[src/rtl/reg_bcd_display_if.sv]
// Bus between the data register reader and the 4-digit seven-segment display driver.
// The master side requests conversions and the slave (reg_bcd_display) returns BCD and display pins.
interface reg_bcd_display_if;
   logic        i_load;
   logic [13:0] i_data_in;
   logic        o_busy;
   logic        o_valid;
   logic        o_overflow;
   logic [15:0] o_bcd;
   logic [3:0]  o_an;
   logic [6:0]  o_seg;
   logic        o_dp;

   modport master (
      output i_load, i_data_in,
      input  o_busy, o_valid, o_overflow, o_bcd, o_an, o_seg, o_dp
   );

   modport slave (
      input  i_load, i_data_in,
      output o_busy, o_valid, o_overflow, o_bcd, o_an, o_seg, o_dp
   );
endinterface

[src/rtl/reg_bcd_display.sv]
// Samples a 14-bit register value, converts it to four BCD digits with a shift-add-3 engine,
// and drives a multiplexed active-low 4-digit seven-segment display from the committed result.
module reg_bcd_display #(
   parameter int REFRESH_DIV = 50000,
   parameter int BLANK_LZ    = 1
) (
   input logic clk,
   input logic rst,
   reg_bcd_display_if.slave bus
);

   localparam int DIV_W = $clog2(REFRESH_DIV);
   localparam logic [DIV_W-1:0] DIV_MAX = DIV_W'(REFRESH_DIV - 1);

   typedef enum logic [1:0] {IDLE, CONV, DONE} state_t;

   state_t      r_state, w_nextState;
   logic [13:0] r_shift;
   logic [15:0] r_acc, w_adj;
   logic [3:0]  r_iter;
   logic        r_ovfPending;
   logic [15:0] r_bcd;
   logic        r_overflow, r_valid, w_busy;

   logic [DIV_W-1:0] r_div;
   logic [1:0]       r_digitIdx, w_nextIdx;
   logic [3:0]       r_an, w_an, w_digit;
   logic [6:0]       r_seg, w_seg, w_glyph;
   logic             w_blank;

   always_ff @(posedge clk or posedge rst) begin
      if (rst) r_state <= IDLE;
      else     r_state <= w_nextState;
   end

   always_comb begin
      w_nextState = r_state;
      case (r_state)
         IDLE:    if (bus.i_load) w_nextState = CONV;
         CONV:    if (r_iter == 4'd13) w_nextState = DONE;
         DONE:    w_nextState = IDLE;
         default: w_nextState = IDLE;
      endcase
   end

   always_comb begin
      w_busy = (r_state != IDLE);
   end

   always_comb begin
      w_adj = r_acc;
      for (int n = 0; n < 4; n++) begin
         if (r_acc[4*n +: 4] >= 4'd5) w_adj[4*n +: 4] = r_acc[4*n +: 4] + 4'd3;
      end
   end

   // Out-of-range values still run the 14 iterations; the flag overrides the result at commit.
   always_ff @(posedge clk or posedge rst) begin
      if (rst) begin
         r_shift      <= '0;
         r_acc        <= '0;
         r_iter       <= '0;
         r_ovfPending <= 1'b0;
         r_bcd        <= '0;
         r_overflow   <= 1'b0;
         r_valid      <= 1'b0;
      end else begin
         r_valid <= 1'b0;
         case (r_state)
            IDLE: if (bus.i_load) begin
               r_shift      <= bus.i_data_in;
               r_acc        <= '0;
               r_iter       <= '0;
               r_ovfPending <= (bus.i_data_in > 14'd9999);
            end
            CONV: begin
               {r_acc, r_shift} <= {w_adj, r_shift} << 1;
               r_iter           <= r_iter + 4'd1;
            end
            DONE: begin
               r_bcd      <= r_ovfPending ? 16'h9999 : r_acc;
               r_overflow <= r_ovfPending;
               r_valid    <= 1'b1;
            end
            default: ;
         endcase
      end
   end

   always_comb begin
      w_nextIdx = r_digitIdx + 2'd1;
      w_an      = ~(4'b0001 << w_nextIdx);
      w_digit   = r_bcd[3:0];
      w_blank   = 1'b0;
      case (w_nextIdx)
         2'd0: begin w_digit = r_bcd[3:0];   w_blank = 1'b0;                end
         2'd1: begin w_digit = r_bcd[7:4];   w_blank = (r_bcd[15:4] == '0);  end
         2'd2: begin w_digit = r_bcd[11:8];  w_blank = (r_bcd[15:8] == '0);  end
         2'd3: begin w_digit = r_bcd[15:12]; w_blank = (r_bcd[15:12] == '0); end
         default: ;
      endcase
      case (w_digit)
         4'd0:    w_glyph = 7'b1000000;
         4'd1:    w_glyph = 7'b1111001;
         4'd2:    w_glyph = 7'b0100100;
         4'd3:    w_glyph = 7'b0110000;
         4'd4:    w_glyph = 7'b0011001;
         4'd5:    w_glyph = 7'b0010010;
         4'd6:    w_glyph = 7'b0000010;
         4'd7:    w_glyph = 7'b1111000;
         4'd8:    w_glyph = 7'b0000000;
         4'd9:    w_glyph = 7'b0010000;
         default: w_glyph = 7'b1111111;
      endcase
      if (r_overflow)                      w_seg = 7'b0111111;
      else if ((BLANK_LZ != 0) && w_blank) w_seg = 7'b1111111;
      else                                 w_seg = w_glyph;
   end

   // The refresh runs independently of conversions and only reads the committed bcd/overflow.
   always_ff @(posedge clk or posedge rst) begin
      if (rst) begin
         r_div      <= '0;
         r_digitIdx <= 2'd0;
         r_an       <= 4'b1110;
         r_seg      <= 7'b1000000;
      end else if (r_div == DIV_MAX) begin
         r_div      <= '0;
         r_digitIdx <= w_nextIdx;
         r_an       <= w_an;
         r_seg      <= w_seg;
      end else begin
         r_div <= r_div + DIV_W'(1);
      end
   end

   assign bus.o_busy     = w_busy;
   assign bus.o_valid    = r_valid;
   assign bus.o_overflow = r_overflow;
   assign bus.o_bcd      = r_bcd;
   assign bus.o_an       = r_an;
   assign bus.o_seg      = r_seg;
   assign bus.o_dp       = 1'b1;

endmodule

[src/flat_wrapper.sv]
// flat-port wrapper written by rule: the top's interface ports become plain ports
module reg_bcd_display_flat 
#(
   parameter int REFRESH_DIV = 50000,
   parameter int BLANK_LZ    = 1
)
  (clk, rst, bus_i_load, bus_i_data_in, bus_o_busy, bus_o_valid, bus_o_overflow, bus_o_bcd, bus_o_an, bus_o_seg, bus_o_dp);
  reg_bcd_display_if bus_i ();
  input logic clk;
  input logic rst;
  input wire logic [$bits(bus_i.i_load)-1:0] bus_i_load;
  input wire logic [$bits(bus_i.i_data_in)-1:0] bus_i_data_in;
  output wire logic [$bits(bus_i.o_busy)-1:0] bus_o_busy;
  output wire logic [$bits(bus_i.o_valid)-1:0] bus_o_valid;
  output wire logic [$bits(bus_i.o_overflow)-1:0] bus_o_overflow;
  output wire logic [$bits(bus_i.o_bcd)-1:0] bus_o_bcd;
  output wire logic [$bits(bus_i.o_an)-1:0] bus_o_an;
  output wire logic [$bits(bus_i.o_seg)-1:0] bus_o_seg;
  output wire logic [$bits(bus_i.o_dp)-1:0] bus_o_dp;
  assign bus_i.i_load = bus_i_load;
  assign bus_i.i_data_in = bus_i_data_in;
  assign bus_o_busy = bus_i.o_busy;
  assign bus_o_valid = bus_i.o_valid;
  assign bus_o_overflow = bus_i.o_overflow;
  assign bus_o_bcd = bus_i.o_bcd;
  assign bus_o_an = bus_i.o_an;
  assign bus_o_seg = bus_i.o_seg;
  assign bus_o_dp = bus_i.o_dp;
  reg_bcd_display #(.REFRESH_DIV(REFRESH_DIV), .BLANK_LZ(BLANK_LZ)) u_core (.clk(clk), .rst(rst), .bus(bus_i));
endmodule
[config.mk]
export PLATFORM = sky130hd
export DESIGN_NAME = reg_bcd_display_flat
export DESIGN_NICKNAME = d
export VERILOG_FILES = /design/src/rtl/reg_bcd_display_if.sv /design/src/rtl/reg_bcd_display.sv /design/src/flat_wrapper.sv
export SDC_FILE = /design/constraint.sdc
export NUM_CORES = 1
export LEC_CHECK = 0
export CAP_MARGIN = 20
export CORE_AREA = 2 2 74 111
export DETAILED_ROUTE_END_ITERATION = 7
export DIE_AREA = 0 0 76 113
export HOLD_SLACK_MARGIN = 0.15
export PLACE_DENSITY = 0.76
export SLEW_MARGIN = 40
export SYNTH_ARGS = -nofsm -noshare
export SYNTH_HDL_FRONTEND = slang
export SYNTH_SLANG_ARGS = --single-unit
export TNS_END_PERCENT = 30
[constraint.sdc]
create_clock -name clk -period 2.9 [get_ports clk]
set_input_delay 0.58 -clock clk [delete_from_list [all_inputs] [get_ports clk]]
set_output_delay 0.58 -clock clk [all_outputs]
set_load 0.02 [all_outputs]
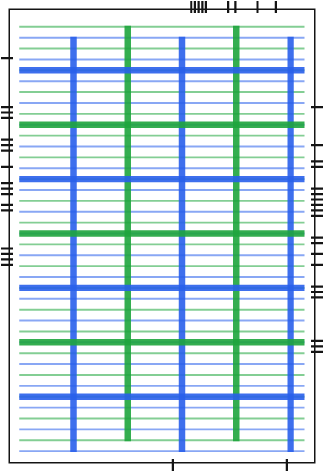
power_grid.png
Drawn at 4 px/µm. Pins as bars on the die edge.
- VDD: green
- VSS: blue
- rows: 39
- met4 straps: 5

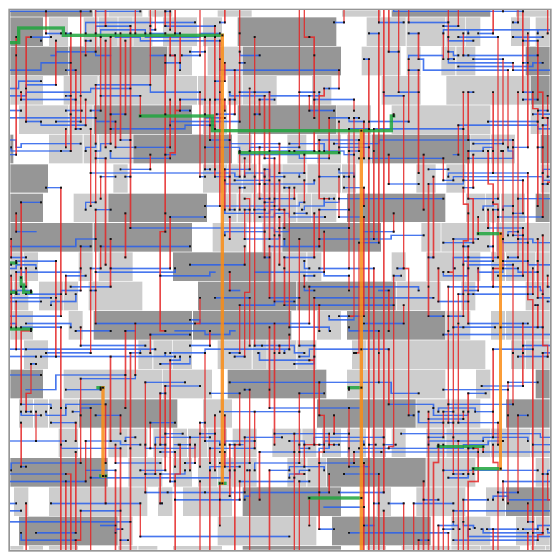
detail.png
Region (13, 54) to (63, 104) µm. Cells in grey, sequential cells in the stronger grey; small squares are vias.
- metal 1: blue
- metal 3: green
- metal 4: orange
- metal 2: red
- most frequent: dfrtp_1 (27), nor2_1 (20)
- netlist names of flops here include: u_core.r_div (11), u_core.r_shift (4), u_core.bus.o_bcd (3)
- sequential cells in the window: 27
- cells with their middle in the window: 178

==> flow_summary.toml <==
# implementation run metrics
[pwr]
p_comb_frac = 0.331
clockPowerShare = 0.263
power.share.switching = 0.358
vdd_drop_max_v = 0.000770
p_total_mw = 4.39

[yosys]
flop_cell = "dfrtp_1"
syn_nets = 468
async_flop_share = 1.00
ys_area_mm2 = 0.00412
synth_area_leader_cell = "dfrtp_1"
yosys_warnings = 0

[timing]
whs_ps = 475
setup_viol = 0
worst_slack_ps = 626
finClkSkew_ps = 4.26
period_minus_slack_ps = 2270
worst_pin_slew_ps = 678

[detailed_routing]
via_per_inst = 5.60
post_drt_wl_per_cell_um = 14.9
wl_um = 8610
drc = 0

[placement]
dp_slack_ps = 675

[layout]
nClkBuffers = 12
clkCellAreaFrac = 0.0615
area_growth_pct = 20.0
ff_latch_area_mm2 = 0.00211
final_area_mm2 = 0.00494

[critical_path]
cp_max_fo = 8
cp.required_ps = 3160

[global_route]
grt_start_max_net_pins = 58
antenna_found_initial = 0
grt-ovfl-total = 0
grt_pass1_vias = 3132

[job]
max_cap_violations = 0

[clock_network]
root_buffer = "clkbuf_16"
insertion_delay_ps = 340
cts_tree = "yes"

[outcome]
status = "complete, no violations"
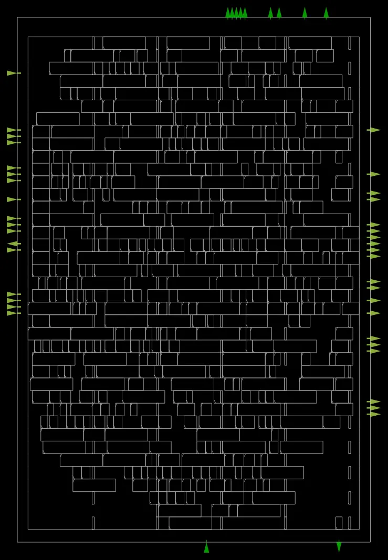
placement.png
num rows: 39
sequential share of cell area: 0.426
Core Util, Final: 0.654
post-route insts no fill: 576
Core ar.: 0.00756 mm²

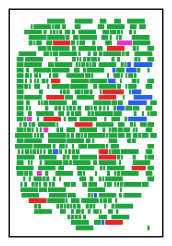
sizes.png
Drawn at 2 px/µm.
- _6 and larger: red (cells 13; share 2.7%)
- _2 cells: blue (cells 13; share 2.7%)
- _0 and _1 cells: green (cells 444; share 94%)
- _3 and _4 cells: magenta (cells 4; share 0.84%)

==> routing by layer <==
layer / GRT usage / up-vias / share of wire / routed length (µm)
li1: - / 1576 / - / -
met1: 0.277 / 1553 / 0.43 / 3730
met2: 0.368 / 82 / 0.51 / 4410
met3: 0.0447 / 12 / 0.037 / 317
met4: 0.0752 / 0 / 0.018 / 157
met5: 0 / - / 0 / 0
==> flip-flops by register name, indices dropped and copies added (netlist names) <==
signal / count
u_core.r_acc: 16
u_core.bus.o_bcd: 16
u_core.r_state: 2
u_core.bus.o_valid: 1
u_core.r_iter: 4
u_core.bus.o_overflow: 1
u_core.r_digitIdx: 2
u_core.r_div: 16
u_core.r_shift: 14
u_core.bus.o_an: 4
u_core.bus.o_seg: 7
u_core.r_ovfPending: 1
==> power groups by stage <==
stage                     logic, mW  registers, mW  clock network [mW]
after floorplan                1.05           1.76                   0
after global placement         1.40           1.79                   0
after detailed placement       1.45           1.80                   0
after CTS                      1.47           1.78                1.17
after global routing           1.66           1.83                1.23
final                          1.45           1.78                1.15
==> layout by cell type (no fill, tap or decap), drive strengths merged, types with 4 or more instances in the layout <==
master | netlist | layout
dfrtp | 80 | 80
nor2 | 57 | 57
clkdlybuf4s50 | 0 | 46
nand2 | 37 | 37
o21ai | 34 | 34
nand3 | 23 | 23
a21oi | 23 | 23
inv | 23 | 22
ha | 19 | 19
xnor2 | 13 | 13
o22ai | 12 | 12
clkbuf | 20 | 12
nand2b | 10 | 10
o31ai | 9 | 9
nor3 | 8 | 8
xor2 | 7 | 7
nor4 | 7 | 7
nand4 | 6 | 6
a32o | 5 | 5
and3 | 5 | 5
dfstp | 4 | 4
==> cell families (layout without fill, tap and decap cells) <==
family | Yosys count | after routing | share of synthesized area
simple gates | 162 | 162 | 0.185
compound gates | 96 | 96 | 0.144
flops | 84 | 84 | 0.511
buf+inv | 46 | 88 | 0.0471
xor+xnor | 20 | 20 | 0.0425
fa+ha+maj | 19 | 19 | 0.0577
mux | 4 | 4 | 0.0112
other cells | 1 | 1 | 0.000910
==> synthesized netlist by cell type, types with 2 or more instances <==
| cell | n |
|---|---|
| o21ai_0 | 34 |
| a32o_1 | 5 |
| xnor2_1 | 13 |
| a222oi_1 | 3 |
| nand3_1 | 23 |
| nor3b_1 | 2 |
| and3_1 | 5 |
| ha_1 | 19 |
| mux2_2 | 2 |
| and4_1 | 2 |
| o22ai_1 | 12 |
| nor3_1 | 8 |
| dfstp_2 | 4 |
| nor4_1 | 6 |
| xor2_1 | 7 |
| inv_1 | 23 |
| clkbuf_1 | 19 |
| a21oi_1 | 23 |
| nor2_1 | 57 |
| nor2b_1 | 2 |
| nand2b_1 | 10 |
| nand4_1 | 6 |
| a22oi_1 | 3 |
| dfrtp_1 | 80 |
| o31ai_1 | 9 |
| buf_4 | 3 |
| nand2_1 | 37 |
==> worst max-delay path, stage by stage (launching register included) <==
cell	delay, ps
dfrtp_1	400
inv_1	90
ha_1	250
a222oi_1	480
mux2i_2	240
ha_1	230
inv_1	50
a21oi_1	80
a2111oi_2	320
a21oi_1	70
No activity file was given, so power comes from the tool's default toggle rates.
